[config.mk]
export PLATFORM = sky130hd
export DESIGN_NAME = command_parser_flat
export DESIGN_NICKNAME = d
export VERILOG_FILES = /design/src/rtl/uniboard_pkg.sv /design/src/rtl/command_parser_if.sv /design/src/rtl/rising_edge_detect.sv /design/src/rtl/command_parser.sv /design/src/flat_wrapper.sv
export SDC_FILE = /design/constraint.sdc
export NUM_CORES = 1
export LEC_CHECK = 0
export CORE_MARGIN = 3
export CORE_UTILIZATION = 43
export DETAILED_ROUTE_END_ITERATION = 8
export PLACE_DENSITY = 0.72
export REMOVE_ABC_BUFFERS = 1
export SKIP_CTS_REPAIR_TIMING = 1
export SLEW_MARGIN = 10
export SYNTH_ARGS = -nofsm -noshare
export SYNTH_HDL_FRONTEND = slang
export SYNTH_HIERARCHICAL = 1
export SYNTH_SLANG_ARGS = --single-unit
[constraint.sdc]
create_clock -name clk -period 1.63 [get_ports clk]
set_input_delay 0.163 -clock clk [delete_from_list [all_inputs] [get_ports clk]]
set_output_delay 0.163 -clock clk [all_outputs]
set_load 0.01 [all_outputs]
[src/rtl/uniboard_pkg.sv]
// Shared types for the uniboard command path.
// Frame-capture states, error codes and the bus command bundle.
package uniboard_pkg;

    typedef enum logic [2:0] {
        ST_IDLE,
        ST_HDR,
        ST_REG,
        ST_DATA,
        ST_HOLD
    } state_t;

    typedef enum logic [1:0] {
        ERR_SHORT   = 2'd0,
        ERR_LONG    = 2'd1,
        ERR_ABORT   = 2'd2,
        ERR_OVERRUN = 2'd3
    } err_t;

    typedef struct packed {
        logic        rw;
        logic [6:0]  periph;
        logic [7:0]  reg_addr;
        logic [31:0] wdata;
        logic [2:0]  wlen;
    } cmd_t;

endpackage

[src/rtl/command_parser_if.sv]
// Bus command handshake between the frame parser and the protocol side.
// The parser is master; the consumer answers with cmd_ready.
interface command_parser_if;

    logic        cmd_valid;
    logic        cmd_ready;
    logic        cmd_rw;
    logic [6:0]  cmd_periph;
    logic [7:0]  cmd_reg;
    logic [31:0] cmd_wdata;
    logic [2:0]  cmd_wlen;

    modport master (
        output cmd_valid,
        output cmd_rw,
        output cmd_periph,
        output cmd_reg,
        output cmd_wdata,
        output cmd_wlen,
        input  cmd_ready
    );

    modport slave (
        input  cmd_valid,
        input  cmd_rw,
        input  cmd_periph,
        input  cmd_reg,
        input  cmd_wdata,
        input  cmd_wlen,
        output cmd_ready
    );

endinterface

[src/rtl/rising_edge_detect.sv]
// Single-cycle pulse on a rising level of d.
// RESET_VAL=1 suppresses a level already high at reset release.
module rising_edge_detect #(
    parameter logic RESET_VAL = 1'b0
) (
    input  logic clk,
    input  logic reset,
    input  logic d,
    output logic rise
);

    logic d_q;

    // previous sample of d
    always_ff @(posedge clk or negedge reset) begin
        if (!reset) d_q <= RESET_VAL;
        else        d_q <= d;
    end

    assign rise = d & ~d_q;

endmodule

[src/rtl/command_parser.sv]
// Frame assembler: decoded characters in, one bus command out.
// Malformed frames raise a one-cycle frame_error with a code.
import uniboard_pkg::*;

module command_parser #(
    parameter int MAX_DATA = 4
) (
    input  logic             clk,
    input  logic             reset,
    input  logic             drdy_in,
    input  logic [7:0]       data_in,
    input  logic             start_c,
    input  logic             end_c,
    command_parser_if.master cmd,
    output logic             frame_error,
    output logic [1:0]       err_code
);

    localparam logic [2:0] MAX_LEN = 3'(MAX_DATA);

    state_t state;
    cmd_t   cmd_q;
    logic   valid_q;
    logic   ferr_q;
    err_t   err_q;
    logic   ev;

    rising_edge_detect #(
        .RESET_VAL(1'b1)
    ) u_edge (
        .clk  (clk),
        .reset(reset),
        .d    (drdy_in),
        .rise (ev)
    );

    // frame capture, command hold and error reporting
    always_ff @(posedge clk or negedge reset) begin
        if (!reset) begin
            state   <= ST_IDLE;
            cmd_q   <= '0;
            valid_q <= 1'b0;
            ferr_q  <= 1'b0;
            err_q   <= ERR_SHORT;
        end else begin
            ferr_q <= 1'b0;
            unique case (state)
                ST_IDLE: begin
                    if (ev && start_c) state <= ST_HDR;
                end
                ST_HDR: begin
                    if (ev) begin
                        priority case (1'b1)
                            start_c: begin
                                ferr_q <= 1'b1;
                                err_q  <= ERR_ABORT;
                            end
                            end_c: begin
                                ferr_q <= 1'b1;
                                err_q  <= ERR_SHORT;
                                state  <= ST_IDLE;
                            end
                            default: begin
                                cmd_q.rw     <= data_in[7];
                                cmd_q.periph <= data_in[6:0];
                                cmd_q.wdata  <= '0;
                                cmd_q.wlen   <= '0;
                                state        <= ST_REG;
                            end
                        endcase
                    end
                end
                ST_REG: begin
                    if (ev) begin
                        priority case (1'b1)
                            start_c: begin
                                ferr_q <= 1'b1;
                                err_q  <= ERR_ABORT;
                                state  <= ST_HDR;
                            end
                            end_c: begin
                                ferr_q <= 1'b1;
                                err_q  <= ERR_SHORT;
                                state  <= ST_IDLE;
                            end
                            default: begin
                                cmd_q.reg_addr <= data_in;
                                state          <= ST_DATA;
                            end
                        endcase
                    end
                end
                ST_DATA: begin
                    if (ev) begin
                        priority case (1'b1)
                            start_c: begin
                                ferr_q <= 1'b1;
                                err_q  <= ERR_ABORT;
                                state  <= ST_HDR;
                            end
                            end_c: begin
                                valid_q <= 1'b1;
                                state   <= ST_HOLD;
                            end
                            default: begin
                                if (cmd_q.rw || cmd_q.wlen >= MAX_LEN) begin
                                    ferr_q <= 1'b1;
                                    err_q  <= ERR_LONG;
                                    state  <= ST_IDLE;
                                end else begin
                                    cmd_q.wdata[{cmd_q.wlen[1:0], 3'b000} +: 8]
                                        <= data_in;
                                    cmd_q.wlen <= cmd_q.wlen + 3'd1;
                                end
                            end
                        endcase
                    end
                end
                ST_HOLD: begin
                    if (ev) begin
                        ferr_q <= 1'b1;
                        err_q  <= ERR_OVERRUN;
                    end
                    if (cmd.cmd_ready) begin
                        valid_q <= 1'b0;
                        state   <= ST_IDLE;
                    end
                end
                default: state <= ST_IDLE;
            endcase
        end
    end

    assign cmd.cmd_valid  = valid_q;
    assign cmd.cmd_rw     = cmd_q.rw;
    assign cmd.cmd_periph = cmd_q.periph;
    assign cmd.cmd_reg    = cmd_q.reg_addr;
    assign cmd.cmd_wdata  = cmd_q.wdata;
    assign cmd.cmd_wlen   = cmd_q.wlen;
    assign frame_error    = ferr_q;
    assign err_code       = err_q;

endmodule

[src/flat_wrapper.sv]
// flat-port wrapper written by rule: the top's interface ports become plain ports
module command_parser_flat 
#(
    parameter int MAX_DATA = 4
)
  (clk, reset, drdy_in, data_in, start_c, end_c, frame_error, err_code, cmd_cmd_valid, cmd_cmd_rw, cmd_cmd_periph, cmd_cmd_reg, cmd_cmd_wdata, cmd_cmd_wlen, cmd_cmd_ready);
  command_parser_if cmd_i ();
  input  logic clk;
  input  logic reset;
  input  logic drdy_in;
  input  logic [7:0] data_in;
  input  logic start_c;
  input  logic end_c;
  output logic frame_error;
  output logic [1:0] err_code;
  output wire logic [$bits(cmd_i.cmd_valid)-1:0] cmd_cmd_valid;
  output wire logic [$bits(cmd_i.cmd_rw)-1:0] cmd_cmd_rw;
  output wire logic [$bits(cmd_i.cmd_periph)-1:0] cmd_cmd_periph;
  output wire logic [$bits(cmd_i.cmd_reg)-1:0] cmd_cmd_reg;
  output wire logic [$bits(cmd_i.cmd_wdata)-1:0] cmd_cmd_wdata;
  output wire logic [$bits(cmd_i.cmd_wlen)-1:0] cmd_cmd_wlen;
  input wire logic [$bits(cmd_i.cmd_ready)-1:0] cmd_cmd_ready;
  assign cmd_cmd_valid = cmd_i.cmd_valid;
  assign cmd_cmd_rw = cmd_i.cmd_rw;
  assign cmd_cmd_periph = cmd_i.cmd_periph;
  assign cmd_cmd_reg = cmd_i.cmd_reg;
  assign cmd_cmd_wdata = cmd_i.cmd_wdata;
  assign cmd_cmd_wlen = cmd_i.cmd_wlen;
  assign cmd_i.cmd_ready = cmd_cmd_ready;
  command_parser #(.MAX_DATA(MAX_DATA)) u_core (.clk(clk), .reset(reset), .drdy_in(drdy_in), .data_in(data_in), .start_c(start_c), .end_c(end_c), .cmd(cmd_i), .frame_error(frame_error), .err_code(err_code));
endmodule
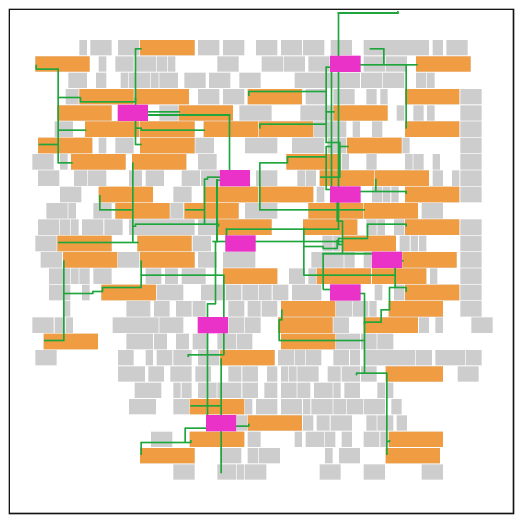
Figure 1: run 1, routed clock nets over the placement.
Drawn at 6 px/um.
Magenta marks clock drivers, count 9. Green marks clock wires, length 748 um. Orange marks flip-flops, count 59.
There are 10 routed clock nets.
clock group power: 1.50 mW
clk ins delay skew pair: 0.33 ns
clock share of power: 0.355
Clock Skew: 0.00707 ns

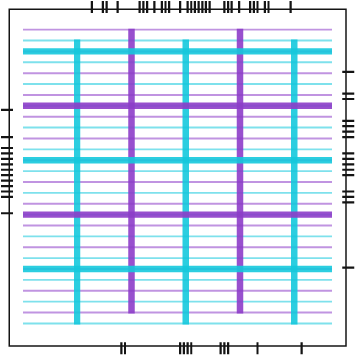
Figure 2: run 1, power grid.
Drawn at 4 px/um. Pins as bars on the die edge.
Purple marks VDD. Cyan marks VSS.
28 met1 rails follow the rows. The core has 27 rows. 5 straps on met5.
die width: 83.8 um
worst vdd ir: 0.652 mV
chip height: 83.8 um

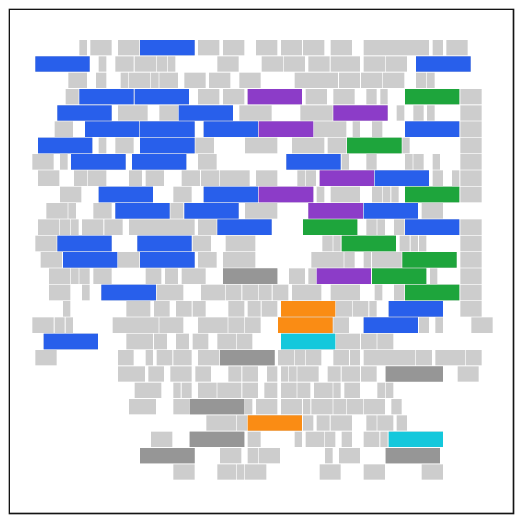
Figure 3: run 1, register map, names as in the netlist.
Drawn at 6 px/um.
Cyan marks u_core/err_code, placed flops 2. Purple marks u_core/cmd.cmd_periph, placed flops 7. Blue marks u_core/cmd.cmd_wdata, placed flops 32. Green marks u_core/cmd.cmd_reg, placed flops 8, where right middle. Orange marks u_core/state, placed flops 3.
Another 7 sequential cells are not coloured.
Seq group: 1.74 mW
FF+latch area: 0.00148 mm^2
flop share of the area: 0.388

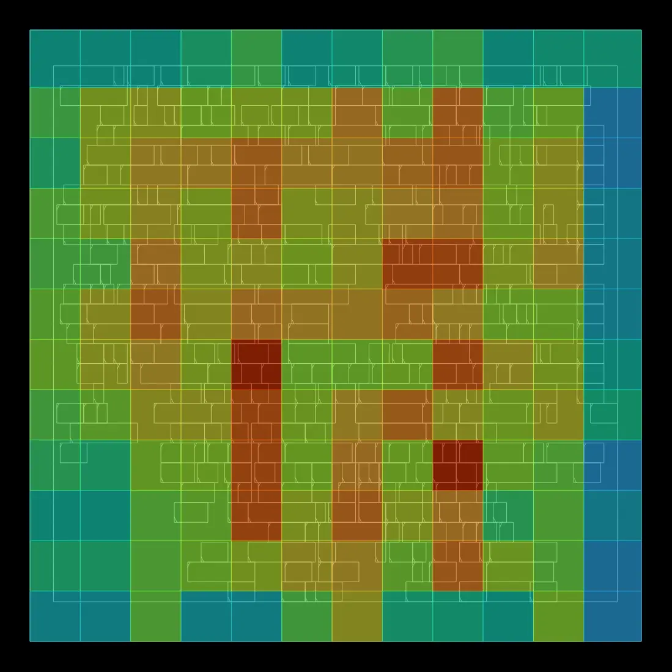
Figure 4: run 1, routing congestion map.
Finished Core Util: 0.671
gr usage total: 0.192
met2 GRT Util: 0.303
met3 usage: 0.0464

## run 1: synthesized netlist by cell type, drive strengths merged (2+ instances only)
cell,count,area share
mux2,8,0.046
nand2b,2,0.0077
buf,8,0.023
nand3b,2,0.0058
nor2b,4,0.012
a21o,2,0.0058
nor3,2,0.0038
a22o,17,0.057
nor3b,4,0.012
o211ai,2,0.0058
nand3,2,0.0038
nor2,5,0.0072
inv,12,0.017
a21bo,2,0.0077
nor4,2,0.011
nand2,40,0.058
ha,5,0.024
a21oi,4,0.0077
a211oi,2,0.0058
or2,2,0.0048
dfrtp,58,0.56
and4b,2,0.0077
clkbuf,3,0.0043
o21ai,28,0.054
==> out/qor.csv, run 1 <==
metric,value,unit
"worst slack, placed",-0.284,ns
pins over their slew limit,0,
largest net degree at the start of global routing,39,
clk slew on worst S/H paths,0.07,ns
combinational power share,0.232,
Ports,69,
Final clock-cell share,0.0588,
CP max FO,9,
signal buffers share of area,0.243,
vias per inst,5.24,
"XOR Share, Synth",0,
Final WS setup,0.0207,ns
drt wl/cell,16.0,um
DRT Pass-1 Iters,4,
WP depth,6,
kind of cell adding the most delay to the critical path,flip-flops,
synthesized area,0.00260,mm^2
Sink Count,59,
Hold Crit Class,in2async,
WP buf/inv,1,
Top Layout Cells,"67 x clkdlybuf4s50_1, 58 x dfrtp_1, 35 x nand2_1",
count of library flops with an enable pin,0,
Required @ worst endpoint,1.85,ns
max_slew headroom,0.649,
Tool Warnings,30,
Flop Count,59,
Dominant flop cell,dfrtp_1,
nets,346,
IO Port Bufs,68,
worst setup path end,u_core/cmd.cmd_periph[2]$_DFFE_PN0P_,
routed wire length,6.48,mm
Placed Area,0.00352,mm^2
Rows,27,
total die size,0.00702,mm^2
GR Util met1,0.256,
layout clock buffer count,9,
FF-to-FF Start,u_core/u_edge/d_q$_DFF_PN1_,
logic area,0.00105,mm^2
Synth Seq Share,0.568,
Post-Syn Area per Cell,11.3,um^2
"AND-OR/OR-AND Cells, Area Fraction",0.163,
Max-Cap Viols,0,
GRT overflow,0,
highest metal used,met4,
H-tree depth,3,
Biggest consumer,sequential cells,
YS chip area,0.00260,mm^2
Root Buffer,clkbuf_8,
# fillers,433,
GR peak layer,met2,
Logic inverters,12,
bufs w/o clock,97,
routability cong.,0.811,
placed insts,387,
layout cells sized above 1,0.226,
Worst Max-Slew Pin Slew,0.526,ns
R2R depth,6,
status,"finished, final reports clean",
Hold Slack,0.330,ns
HPWL after detailed placement,4.70,mm
Switching Share,0.274,
Final ANT Viol Nets,0,
Met3 Wirelength,227,um
CTS max path bufs,2,
most frequent logic cell in the layout,clkdlybuf4s50_1,
worst-path cell chain,"nor2b_4, nor4b_4, and2_1, buf_6, nand2b_4, mux2_4",
total negative slack,0,ns
CP Capture Type,flop,
1st-iter DRT viols,138,
Peak Freq,621,MHz
Syn-to-layout area delta,46.2,%
vias in the first global route,2155,
crit path from,u_core/u_edge/d_q$_DFF_PN1_,
adder share,0.0240,
Top class by area,flip-flops and latches,
initial antenna violation count,0,
leak pwr,1.74,nW
switching pwr,1.16,mW
DRC violations left,0,
"Hold Vio Cnt, Final",0,
Yosys Instances,230,
CP Launch Type,flop,
Figure 5. Placement by cell class (run 1).
Drawn at 6 px/um. Fill, decap, tap and diode cells in grey.
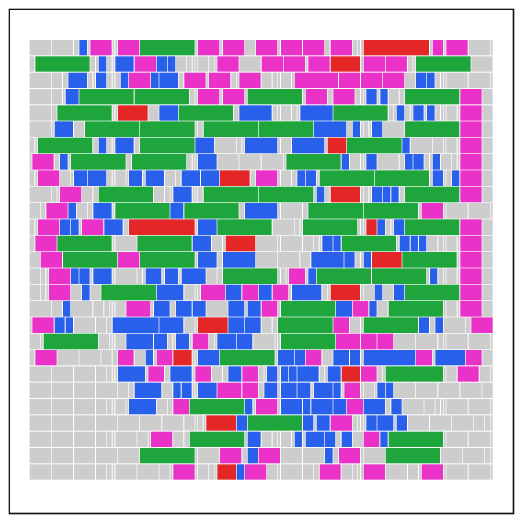

==> run 1 -> run 2 <==
--- a/constraint.sdc
+++ b/constraint.sdc
@@ -3,2 +3,2 @@
 set_output_delay 0.163 -clock clk [all_outputs]
-set_load 0.01 [all_outputs]
+set_load 0.05 [all_outputs]
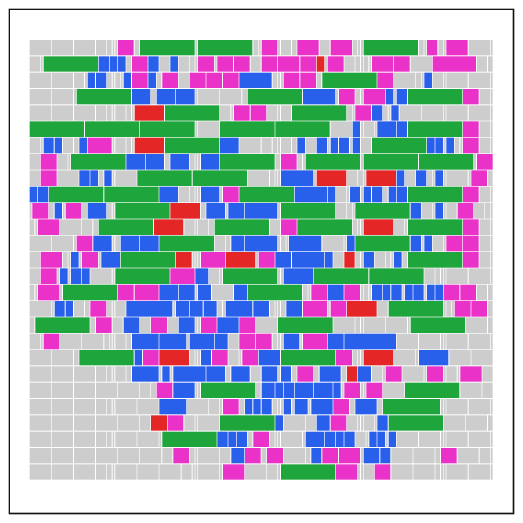
Figure 6: run 2, placement by cell class.
Drawn at 6 px/um. Fill, decap, tap and diode cells in grey.
Blue marks combinational and other logic, cells 160. Green marks flops, cells 59. Magenta marks other buffers and delay cells, cells 102. Red marks clock drivers and dummy loads, cells 16.

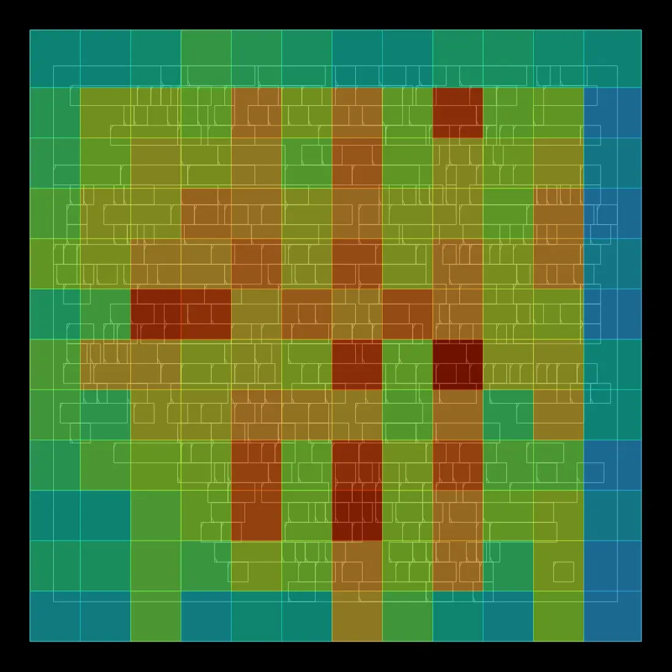
Figure 7: run 2, routing congestion map.
met3 usage: 0.0434
drt wl/cell: 15.9 um
met2 GRT Util: 0.293

==> run 2 against run 1 <==
Global-route usage fell by 0.37 points. Wire length rose by 0.14%. Largest cell class unchanged. Sequential share of layout area rose by 1.5 points. First-iteration DRC count rose by 33%. Total power rose by 3.8%. Largest power group unchanged. Via count rose by 0.14%. Worst hold slack improved by 0.025 ns. Core utilization fell by 2.5 points. Critical path type unchanged. Sequential power barely moved.
==> out/qor.csv, run 2 <==
metric,value,unit,change
GRT overflow,0,,unchanged
Hold Crit Class,in2async,,unchanged
Max-Cap Viols,0,,unchanged
H-tree depth,3,,unchanged
Syn-to-layout area delta,40.7,%,was 46.2%
YS chip area,0.00260,mm^2,unchanged
Rows,27,,unchanged
Seq group,1.75,mW,was 1.74 mW
placed insts,387,,unchanged
die width,83.8,um,unchanged
HPWL after detailed placement,4.57,mm,was 4.70 mm
synthesized area,0.00260,mm^2,unchanged
pins over their slew limit,0,,unchanged
Met3 Wirelength,320,um,was 227 um
Finished Core Util,0.645,,was 0.671
DRC violations left,0,,unchanged
Synth Seq Share,0.568,,unchanged
gr usage total,0.188,,was 0.192
Max-area cell share,0.558,,unchanged
clk ins delay skew pair,0.33,ns,about the same
routability cong.,0.838,,was 0.811
layout cells sized above 1,0.392,,was 0.226
R2R depth,6,,unchanged
vias in the first global route,2104,,was 2155
Final ANT Viol Nets,0,,unchanged
routed wire length,6.49,mm,was 6.48 mm
combinational power share,0.326,,was 0.232
signal buffers share of area,0.227,,was 0.243
total negative slack,0,ns,unchanged
Clock Skew,0.0100,ns,was 0.00707 ns
Peak Freq,623,MHz,was 621 MHz
clock share of power,0.275,,was 0.355
Placed Area,0.00338,mm^2,was 0.00352 mm^2
CP Launch Type,flop,,unchanged
most frequent logic cell in the layout,buf_4,,was clkdlybuf4s50_1
Top cells by area,"dfrtp_1 56%, nand2_1 5.8%, a22o_1 5.7%",,unchanged
leak pwr,1.83,nW,was 1.74 nW
Yosys Instances,230,,unchanged
nets,351,,was 346
initial antenna violation count,0,,unchanged
GR Util met1,0.253,,was 0.256
Dominant flop cell,dfrtp_1,,unchanged
clock group power,1.21,mW,was 1.50 mW
Post-synth top cells,"58 x dfrtp_1, 40 x nand2_1, 28 x o21ai_0, 17 x a22o_1, 12 x inv_1",,unchanged
Top class by area,flip-flops and latches,,unchanged
worst-path cell chain,"nor2b_4, nor4b_4, and2_4, buf_6, and4b_2, a22o_1",,"was nor2b_4, nor4b_4, and2_1, buf_6, nand2b_4, mux2_4"
top-count cell post-synth,dfrtp_1,,unchanged
GR peak layer,met2,,unchanged
bufs w/o clock,102,,was 97
CP max FO,8,,was 9
largest net degree at the start of global routing,60,,was 39
count of library flops with an enable pin,0,,unchanged
Root Buffer,clkbuf_8,,unchanged
vias per inst,5.19,,was 5.24
worst setup path end,u_core/cmd.cmd_wdata[0]$_DFFE_PN0P_,,was u_core/cmd.cmd_periph[2]$_DFFE_PN0P_
"area leader, netlist",dfrtp_1,,unchanged
worst vdd ir,0.799,mV,was 0.652 mV
status,"finished, final reports clean",,unchanged
Tool Warnings,30,,unchanged
max_slew headroom,0.787,,was 0.649
## run 2: kinds of logic after synthesis
| logic type | Yosys count | synth area share |
|---|---|---|
| simple gates | 72 | 0.154 |
| compound gates | 63 | 0.163 |
| flops | 59 | 0.568 |
| buf+inv | 23 | 0.0447 |
| mux | 8 | 0.0462 |
| fa+ha+maj | 5 | 0.0240 |
## run 2: critical path, delay by kind of cell, from the launching register on
kind | cells | cell delay, ns
AOI/OAI and AO/OA | 1 | 0.18
buffers and inverters | 1 | 0.13
DFF | 1 | 0.38
and+or+nand+nor | 4 | 0.87
==> run 2 -> run 3 <==
Settings changed: CAP_MARGIN set to 25.
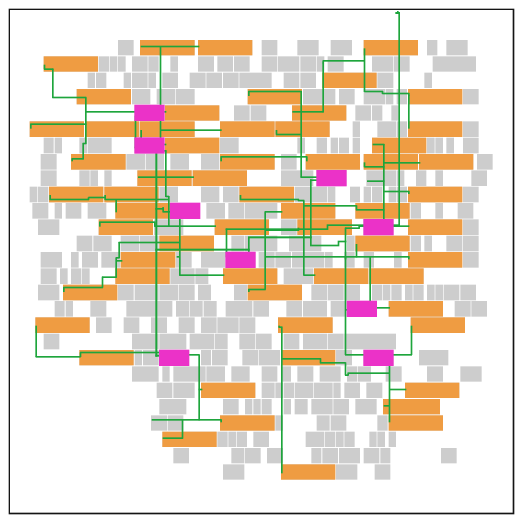
Figure 8: run 3, routed clock nets over the placement.
Drawn at 6 px/um.
Green marks clock wires, length 768 um. Magenta marks clock drivers, count 9. Orange marks flip-flops, count 59.
There are 10 routed clock nets.

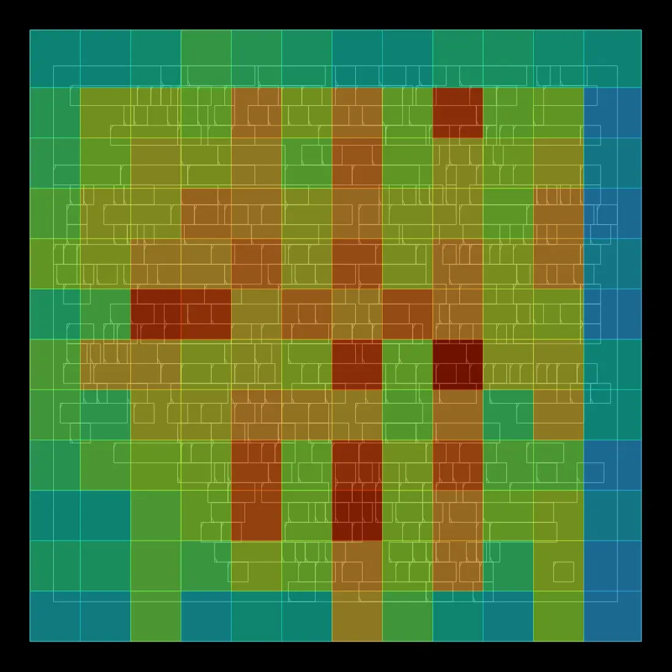
Figure 9: run 3, routing congestion map.
gr usage total: 0.188
GR peak layer: met2
GR Util met1: 0.253
Finished Core Util: 0.645

==> run 3 against run 2 <==
Maximum frequency unchanged. Wire length is the same. Flip-flop count unchanged. Design area did not move. Clock power hardly changed. Synthesized area unchanged. Count of clock-buffer cells in the layout did not move. Non-clock buffer count unchanged. Synthesized cell count did not move. Via count unchanged. Setup slack unchanged. Critical path depth unchanged. Critical path type unchanged.
==> out/qor.csv, run 3 <==
metric,value,unit,change
YS chip area,0.00260,mm^2,unchanged
total negative slack,0,ns,unchanged
IO Port Bufs,68,,unchanged
HPWL after detailed placement,4.57,mm,unchanged
Hold Crit Class,in2async,,unchanged
clk slew on worst S/H paths,0.07,ns,about the same
clk ins delay skew pair,0.33,ns,about the same
Switching Share,0.368,,unchanged
Dominant flop cell,dfrtp_1,,unchanged
Final clock-cell share,0.0492,,unchanged
Yosys Instances,230,,unchanged
Met3 Wirelength,320,um,unchanged
Peak Freq,623,MHz,unchanged
routed wire length,6.49,mm,unchanged
"worst slack, placed",-0.344,ns,unchanged
"Hold Vio Cnt, Final",0,,unchanged
CP Launch Type,flop,,unchanged
pins over their slew limit,0,,unchanged
most frequent logic cell in the layout,buf_4,,unchanged
clock share of power,0.275,,about the same
WP buf/inv,1,,unchanged
leak pwr,1.83,nW,unchanged
Top cells by area,"dfrtp_1 56%, nand2_1 5.8%, a22o_1 5.7%",,unchanged
worst-path cell chain,"nor2b_4, nor4b_4, and2_4, buf_6, and4b_2, a22o_1",,unchanged
kind of cell adding the most delay to the critical path,simple AND/OR/NAND/NOR gates,,unchanged
WP depth,6,,unchanged
Final ANT Viol Nets,0,,unchanged
clock group power,1.21,mW,about the same
status,"finished, final reports clean",,unchanged
DRC violations left,0,,unchanged
Top class by area,flip-flops and latches,,unchanged
Synth Seq Share,0.568,,unchanged
Biggest consumer,sequential cells,,unchanged
# fillers,435,,unchanged
Worst Max-Slew Pin Slew,0.320,ns,unchanged
Top Layout Cells,"81 x buf_4, 58 x dfrtp_1, 38 x nand2_1",,unchanged
mux share,0.0462,,unchanged
Seq group,1.75,mW,about the same
max_slew headroom,0.787,,unchanged
Required @ worst endpoint,1.89,ns,about the same
Largest logic family,AND-OR/OR-AND gates,,unchanged
CTS max path bufs,2,,unchanged
combinational power share,0.326,,about the same
initial antenna violation count,0,,unchanged
"AND-OR/OR-AND Cells, Area Fraction",0.163,,unchanged
Root Buffer,clkbuf_8,,unchanged
drt wl/cell,15.9,um,unchanged
vias per inst,5.19,,unchanged
FF+latch area,0.00148,mm^2,unchanged
Rows,27,,unchanged
logic area,0.00104,mm^2,unchanged
count of library flops with an enable pin,0,,unchanged
Logic inverters,12,,unchanged
"XOR Share, Synth",0,,unchanged
layout cells sized above 1,0.392,,unchanged
placed insts,387,,unchanged
flop share of the area,0.403,,unchanged
switching pwr,1.61,mW,unchanged
Post-synth top cells,"58 x dfrtp_1, 40 x nand2_1, 28 x o21ai_0, 17 x a22o_1, 12 x inv_1",,unchanged
Max-area cell share,0.558,,unchanged
worst vdd ir,0.799,mV,unchanged
met3 usage,0.0434,,unchanged
==> run 3: worst paths after layout <==
check	startpoint	end	slack [ns]
hold / removal	reset	u_core/cmd.cmd_reg[5]$_DFFE_PN0P_	0.36
setup reg to reg	u_core/u_edge/d_q$_DFF_PN1_	u_core/cmd.cmd_wdata[0]$_DFFE_PN0P_	0.02
max in group asynchronous	reset	u_core/u_edge/d_q$_DFF_PN1_	0.95
hold reg to reg	u_core/cmd.cmd_wdata[25]$_DFFE_PN0P_	u_core/cmd.cmd_wdata[25]$_DFFE_PN0P_	0.48
setup / recovery	u_core/u_edge/d_q$_DFF_PN1_	u_core/cmd.cmd_wdata[0]$_DFFE_PN0P_	0.02
min in group clk	drdy_in	u_core/u_edge/d_q$_DFF_PN1_	0.40
Power figures rest on the tool's default switching activity, not on a simulated workload.
